==> images/met1.png <==
The bar under the picture is 50 um long.
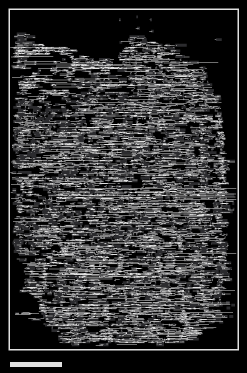
==> images/met2.png <==
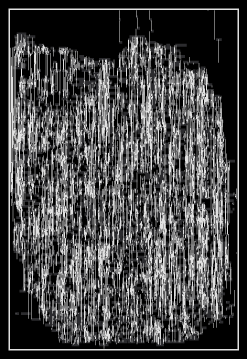
==> images/met3.png <==
The bar under the picture is 50 um long.
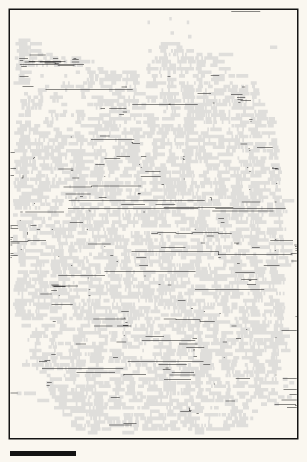
==> src/rtl/fir_pkg.sv <==
// Shared fixed-point helpers for the FIR filter family.
// Width derivation, rounding and saturation used by all variants.
package fir_pkg;

  localparam int DEF_TAPS   = 7;
  localparam int DEF_XW     = 8;
  localparam int DEF_X_FRAC = 3;
  localparam int DEF_CW     = 8;
  localparam int DEF_C_FRAC = 6;
  localparam int DEF_YW     = 8;
  localparam int DEF_Y_FRAC = 3;

  typedef struct packed {
    logic               sat;
    logic signed [63:0] y;
  } conv_t;

  function automatic int acc_width(
    input int xw,
    input int cw,
    input int n
  );
    return xw + cw + $clog2(n);
  endfunction

  function automatic int shift_amt(
    input int xf,
    input int cf,
    input int yf
  );
    return xf + cf - yf;
  endfunction

  // Round half up, then clip into a signed yw-bit range.
  function automatic conv_t round_sat(
    input logic signed [63:0] acc,
    input int                 sh,
    input int                 yw
  );
    logic signed [63:0] r;
    logic signed [63:0] hi;
    logic signed [63:0] lo;
    conv_t o;
    r = acc;
    if (sh > 0)
      r = (acc + (64'sd1 <<< (sh - 1))) >>> sh;
    hi = (64'sd1 <<< (yw - 1)) - 64'sd1;
    lo = -hi - 64'sd1;
    o.sat = 1'b0;
    o.y   = r;
    if (r > hi) begin
      o.y   = hi;
      o.sat = 1'b1;
    end else if (r < lo) begin
      o.y   = lo;
      o.sat = 1'b1;
    end
    return o;
  endfunction

endpackage

==> src/rtl/fir_tf_tap.sv <==
// One transposed-form stage: partial sum of the next stage
// plus this tap's product, registered on each accepted sample.
module fir_tf_tap
  import fir_pkg::*;
#(
  parameter int XW   = DEF_XW,
  parameter int CW   = DEF_CW,
  parameter int ACCW = 19
) (
  input  logic                   clk,
  input  logic                   rst_n,
  input  logic                   en,
  input  logic                   clr,
  input  logic signed [XW-1:0]   x,
  input  logic signed [CW-1:0]   c,
  input  logic signed [ACCW-1:0] s_in,
  output logic signed [ACCW-1:0] s_out
);

  logic signed [XW+CW-1:0] prod;

  assign prod = x * c;

  always_ff @(posedge clk or negedge rst_n) begin
    if (!rst_n)
      s_out <= '0;
    else if (clr)
      s_out <= '0;
    else if (en)
      s_out <= s_in + ACCW'(prod);
  end

endmodule

==> src/rtl/fir_tf_param.sv <==
// Parametrised signed transposed-form FIR with shadow/active
// coefficient banks, round-half-up and output saturation.
module fir_tf_param
  import fir_pkg::*;
#(
  parameter int N_TAPS = DEF_TAPS,
  parameter int XW     = DEF_XW,
  parameter int X_FRAC = DEF_X_FRAC,
  parameter int CW     = DEF_CW,
  parameter int C_FRAC = DEF_C_FRAC,
  parameter int YW     = DEF_YW,
  parameter int Y_FRAC = DEF_Y_FRAC
) (
  input  logic                       Clk,
  input  logic                       Rst_n,
  input  logic                       In_Valid,
  input  logic signed [XW-1:0]       Xin,
  input  logic                       Clear,
  input  logic                       Coef_Wr,
  input  logic [$clog2(N_TAPS)-1:0]  Coef_Addr,
  input  logic signed [CW-1:0]       Coef_Data,
  input  logic                       Coef_Commit,
  output logic                       Out_Valid,
  output logic signed [YW-1:0]       Yout,
  output logic                       Sat_Flag
);

  localparam int ACCW = acc_width(XW, CW, N_TAPS);
  localparam int SH   = shift_amt(X_FRAC, C_FRAC, Y_FRAC);

  logic signed [CW-1:0]    shadow [N_TAPS];
  logic signed [CW-1:0]    active [N_TAPS];
  logic signed [ACCW-1:0]  s [1:N_TAPS];
  logic signed [XW+CW-1:0] prod0;
  logic signed [ACCW-1:0]  acc0;
  conv_t                   conv;
  logic                    unused_hi;

  // Commit copies pre-write shadow: NBA reads old contents.
  always_ff @(posedge Clk or negedge Rst_n) begin
    if (!Rst_n) begin
      for (int i = 0; i < N_TAPS; i++) begin
        shadow[i] <= '0;
        active[i] <= '0;
      end
    end else begin
      if (Coef_Commit)
        for (int i = 0; i < N_TAPS; i++)
          active[i] <= shadow[i];
      if (Coef_Wr && int'(Coef_Addr) < N_TAPS)
        shadow[Coef_Addr] <= Coef_Data;
    end
  end

  assign s[N_TAPS] = '0;

  for (genvar k = 1; k < N_TAPS; k++) begin : g_tap
    fir_tf_tap #(
      .XW   (XW),
      .CW   (CW),
      .ACCW (ACCW)
    ) u_tap (
      .clk   (Clk),
      .rst_n (Rst_n),
      .en    (In_Valid),
      .clr   (Clear),
      .x     (Xin),
      .c     (active[k]),
      .s_in  (s[k+1]),
      .s_out (s[k])
    );
  end

  assign prod0     = Xin * active[0];
  assign acc0      = s[1] + ACCW'(prod0);
  assign conv      = round_sat(64'(acc0), SH, YW);
  assign unused_hi = ^conv.y[63:YW];

  always_ff @(posedge Clk or negedge Rst_n) begin
    if (!Rst_n) begin
      Out_Valid <= 1'b0;
      Yout      <= '0;
      Sat_Flag  <= 1'b0;
    end else if (Clear) begin
      Out_Valid <= 1'b0;
      Yout      <= '0;
      Sat_Flag  <= 1'b0;
    end else begin
      Out_Valid <= In_Valid;
      if (In_Valid) begin
        Yout     <= conv.y[YW-1:0];
        Sat_Flag <= conv.sat;
      end
    end
  end

endmodule

==> config.mk <==
export PLATFORM = sky130hd
export DESIGN_NAME = fir_tf_param
export DESIGN_NICKNAME = d
export VERILOG_FILES = /design/src/rtl/fir_pkg.sv /design/src/rtl/fir_tf_tap.sv /design/src/rtl/fir_tf_param.sv
export SDC_FILE = /design/constraint.sdc
export NUM_CORES = 2
export LEC_CHECK = 0
export CAP_MARGIN = 20
export CORE_ASPECT_RATIO = 1.5
export CORE_MARGIN = 2
export CORE_UTILIZATION = 46
export CTS_CLUSTER_DIAMETER = 80
export CTS_CLUSTER_SIZE = 25
export DETAILED_ROUTE_END_ITERATION = 6
export HOLD_SLACK_MARGIN = 0.15
export MAX_ROUTING_LAYER = met4
export PLACE_DENSITY = 0.6
export SLEW_MARGIN = 5
export SYNTH_ARGS = -nofsm -noshare
export SYNTH_HDL_FRONTEND = slang
export SYNTH_SLANG_ARGS = --single-unit
==> constraint.sdc <==
create_clock -name Clk -period 17 [get_ports Clk]
set_input_delay 4.25 -clock Clk [delete_from_list [all_inputs] [get_ports Clk]]
set_output_delay 4.25 -clock Clk [all_outputs]
set_load 0.1 [all_outputs]
==> GITHUB_STEP_SUMMARY <==
## PnR job results

| Metric | Value |
|---|---|
| Status | finished, final reports clean |
| Met1 WL | 30.0 mm |
| Final core utilization | between 40% and 50% |
| Post-synth ARST share | 100% |
| Via density | about 5.2 |
| GP Congestion | 0.866 |
| Max Slew Vio Count | 0 |
| Metal3 WL | 2.39 mm |
| Area reported by Yosys stat | around 32000 um^2 |
| Log Warnings | 39 |
| Worst Skew | around 0.028 ns |
| RSZ-0062 raised after global routing | false |
| Initial antenna violation count | 4 |
| Hold WS | just under 0.5 ns |
| Final Instance Area | about 34000 um^2 |
| Pre-antenna DRT Iters | 5 |
| Placed Area | ~33000 um^2 |
| Port bufs | 34 |
| Clock Pin Slew Worst Setup and Hold Paths | approximately 0.10 ns |
| Syn nets | about 4.1k |
| Critical-path cell list | buf_2 > buf_4 > nand2_1 > fa_1 > inv_1 > fa_1 > ha_1 > inv_1 > fa_1 > inv_1 > ha_1 > and4bb_1 > and4_1 > fa_1 > a21o_1 > a221oi_1 > xor2_1 > or4_1 > o31ai_1 > a2bb2oi_1 > nand2_1 > o221ai_1 |
| Starting DRC count in detailed routing | 895 |
| Worst path required time | about 17 ns |
| GRT overflow | 0 |
| Post-CTS resize count | 0 |
| Compound-Gate Fraction of Synth Area | 5.11% |
| Setup TNS | 0 ns |
| Initial Util | 46.3% |
| Placed cells | 4041 |
| Met2 WL | 42.1 mm |
| Distinct lib cells used | between 60 and 70 |
| Core area | 68800 um^2 |
| Reg with most FFs | g_tap.u_tap.s_out |
| Critical path's slowest cell | buf_4 |
| Die width | 219 um |
| Final tally of hold violations | 0 |
| Slack of the critical path | 6.83 ns |
| Final period util | between 50% and 60% |
| Multiplexer share | between 5 and 6% |
| Worst slack at placement | ~6.3 ns |
| Crit path max fanout | approximately 56 |
| TritonCTS buffer count | 21 |
| Yosys warns | 0 |
| # clock sinks | between 200 and 250 |
| Relative slew slack | between 30% and 40% |
| Arrival @ worst endpoint | approximately 11 ns |
| Crit-path max cell delay | 0.64 ns |
| Fin cells | a little over 4k |
| Startpoint Class | primary input |
| DR DRC count | 0 |
| GRT Total Usage | around a quarter |
| Final min period | ~10 ns |
| # hold bufs at CTS | 0 |
| Syn Area/Cell | a little under 10 um^2 |
| Dominant logic cell type in the layout | inv_1 |
| Final antenna-violating net count | 0 |
| H-tree depth | 1 |
| Seq/Total Area, Yosys | 18.3% |
| First-pass GRT wire length | approximately 130 mm |
| Layout area overhead | 6.16% |
| Adder-Cell Fraction of Synth Area | roughly 46% |
| # rows | around 120 |
| Most frequent CP cell | fa_1 |
| Vias in the first global route | roughly 24k |
| Syn Std Cell Area | 31900 um^2 |
| Most Crowded Layer GR | met2 |
| Dominant flop cell | dfrtp_1 |
| Setup CP Type | primary input to flop |
| Root Driver | clkbuf_16 |
| Yosys xor share | 3.19% |
| Hold Path Class | flop to flop |
| Yosys cell count | ~3.2k |
| Average wire per standard cell | roughly 19 um |
| Main logic family | adder cells |
| Worst path buffer plus inverter count | 5 |
| Crit path max-delay family | adder cells |
| Basic Gates by Area | between 10% and 20% |
| Top Registers | g_tap.u_tap.s_out: 111 flops, active: 56 flops, shadow: 56 flops |
| Largest net degree at the start of global routing | around 100 |
| IO Count | 35 |
| Max reg flops | roughly 110 |
| Layout Nets | 4031 |
| Gate Count Post-Synth | ~3.2k |
| TritonCTS clock tree | built |
| Post-synth EDFFs | 0 |
| Final setup fails | 0 |
| Fmax | slightly below 0.1 GHz |
| Setup bufs post-CTS | 0 |
| Top Layout Cells | 708 x inv_1, 555 x fa_1, 289 x nand2_1 |
| DIE HEIGHT | approximately 330 um |
| Chip area | about 71000 um^2 |
| #FFs+latches synth | approximately 230 |
| Insertion Delay late pin | 0.58 ns |
| Max_cap viols | 0 |
| Crit path capture type | flop |
| Max layer used | met4 |
| Layout cell share with drive strength beyond 1 | around 6% |
| DP HPWL | around 60 mm |
| Worst-Margin Slew | between 1 and 1.5 ns |
| Longest Clk Path Bufs | 3 |
-- met1.png (at the start) --
share of all routed wire = 39%
nets with wire on the layer = 3745
main direction = horizontal
longest straight run = 67.2 um
wire length on this layer = 30.0 mm
Via Count: 21.3k
routing usage on met1: 27.8%
total routed wirelength: 76.9 mm

-- met2.png (at the start) --
main direction = vertical
longest straight run = 136 um
grt met2 use: 43.5%

-- met3.png (at the start) --
main direction = horizontal
longest straight run = 104 um
routing usage on met3: 1.91%

-- synth_stat cells, types with 6 or more instances --
library cell	number	area, um^2
mux2i_1	53	531
o2111ai_1	9	78.8
nor2_1	110	413
xnor2_1	83	727
a21o_1	22	165
nor2b_1	16	100
o211ai_1	7	52.6
ha_1	287	3590
mux2_2	106	1190
a21oi_1	68	340
and2_1	208	1300
o21ai_0	55	275
buf_1	12	45.0
clkbuf_1	97	364
or3_1	14	87.6
and3_1	12	75.1
dfrtp_1	233	5830
inv_1	708	2660
nor4_1	7	43.8
nand2b_1	51	319
fa_1	555	11100
nand3_1	20	100
o31ai_1	8	60.1
o21ai_1	11	55.1
a31oi_1	10	62.6
o21a_1	6	45.0
nand2_1	289	1080
o21bai_1	9	67.6
nor3_1	20	100
xor2_1	33	289
-- final cells by class --
type | instances | area, um^2
sequential | 233 | 5830
inverter | 709 | 2660
timing repair buffer | 54 | 445
multi-input combinational | 2145 | 22900
fill | 6476 | 35000
antenna | 3 | 7.51
clock inverter | 15 | 289
clock buffer | 21 | 526
tap | 900 | 1130
-- path summary, 6_finish.rpt --
path	from	endpoint	slack (ns)	depth (start not counted)
max in group asynchronous	Rst_n	g_tap[2].u_tap.s_out[18]	11.77	2
hold / removal	g_tap[6].u_tap.s_out[12]	g_tap[6].u_tap.s_out[12]	0.49	2
hold reg to reg	g_tap[6].u_tap.s_out[12]	g_tap[6].u_tap.s_out[12]	0.49	2
setup / recovery	Xin[4]	Yout[3]	6.83	22
min in group asynchronous	Rst_n	shadow[11]	3.75	1
setup reg to reg	active[48]	Yout[3]	10.22	17
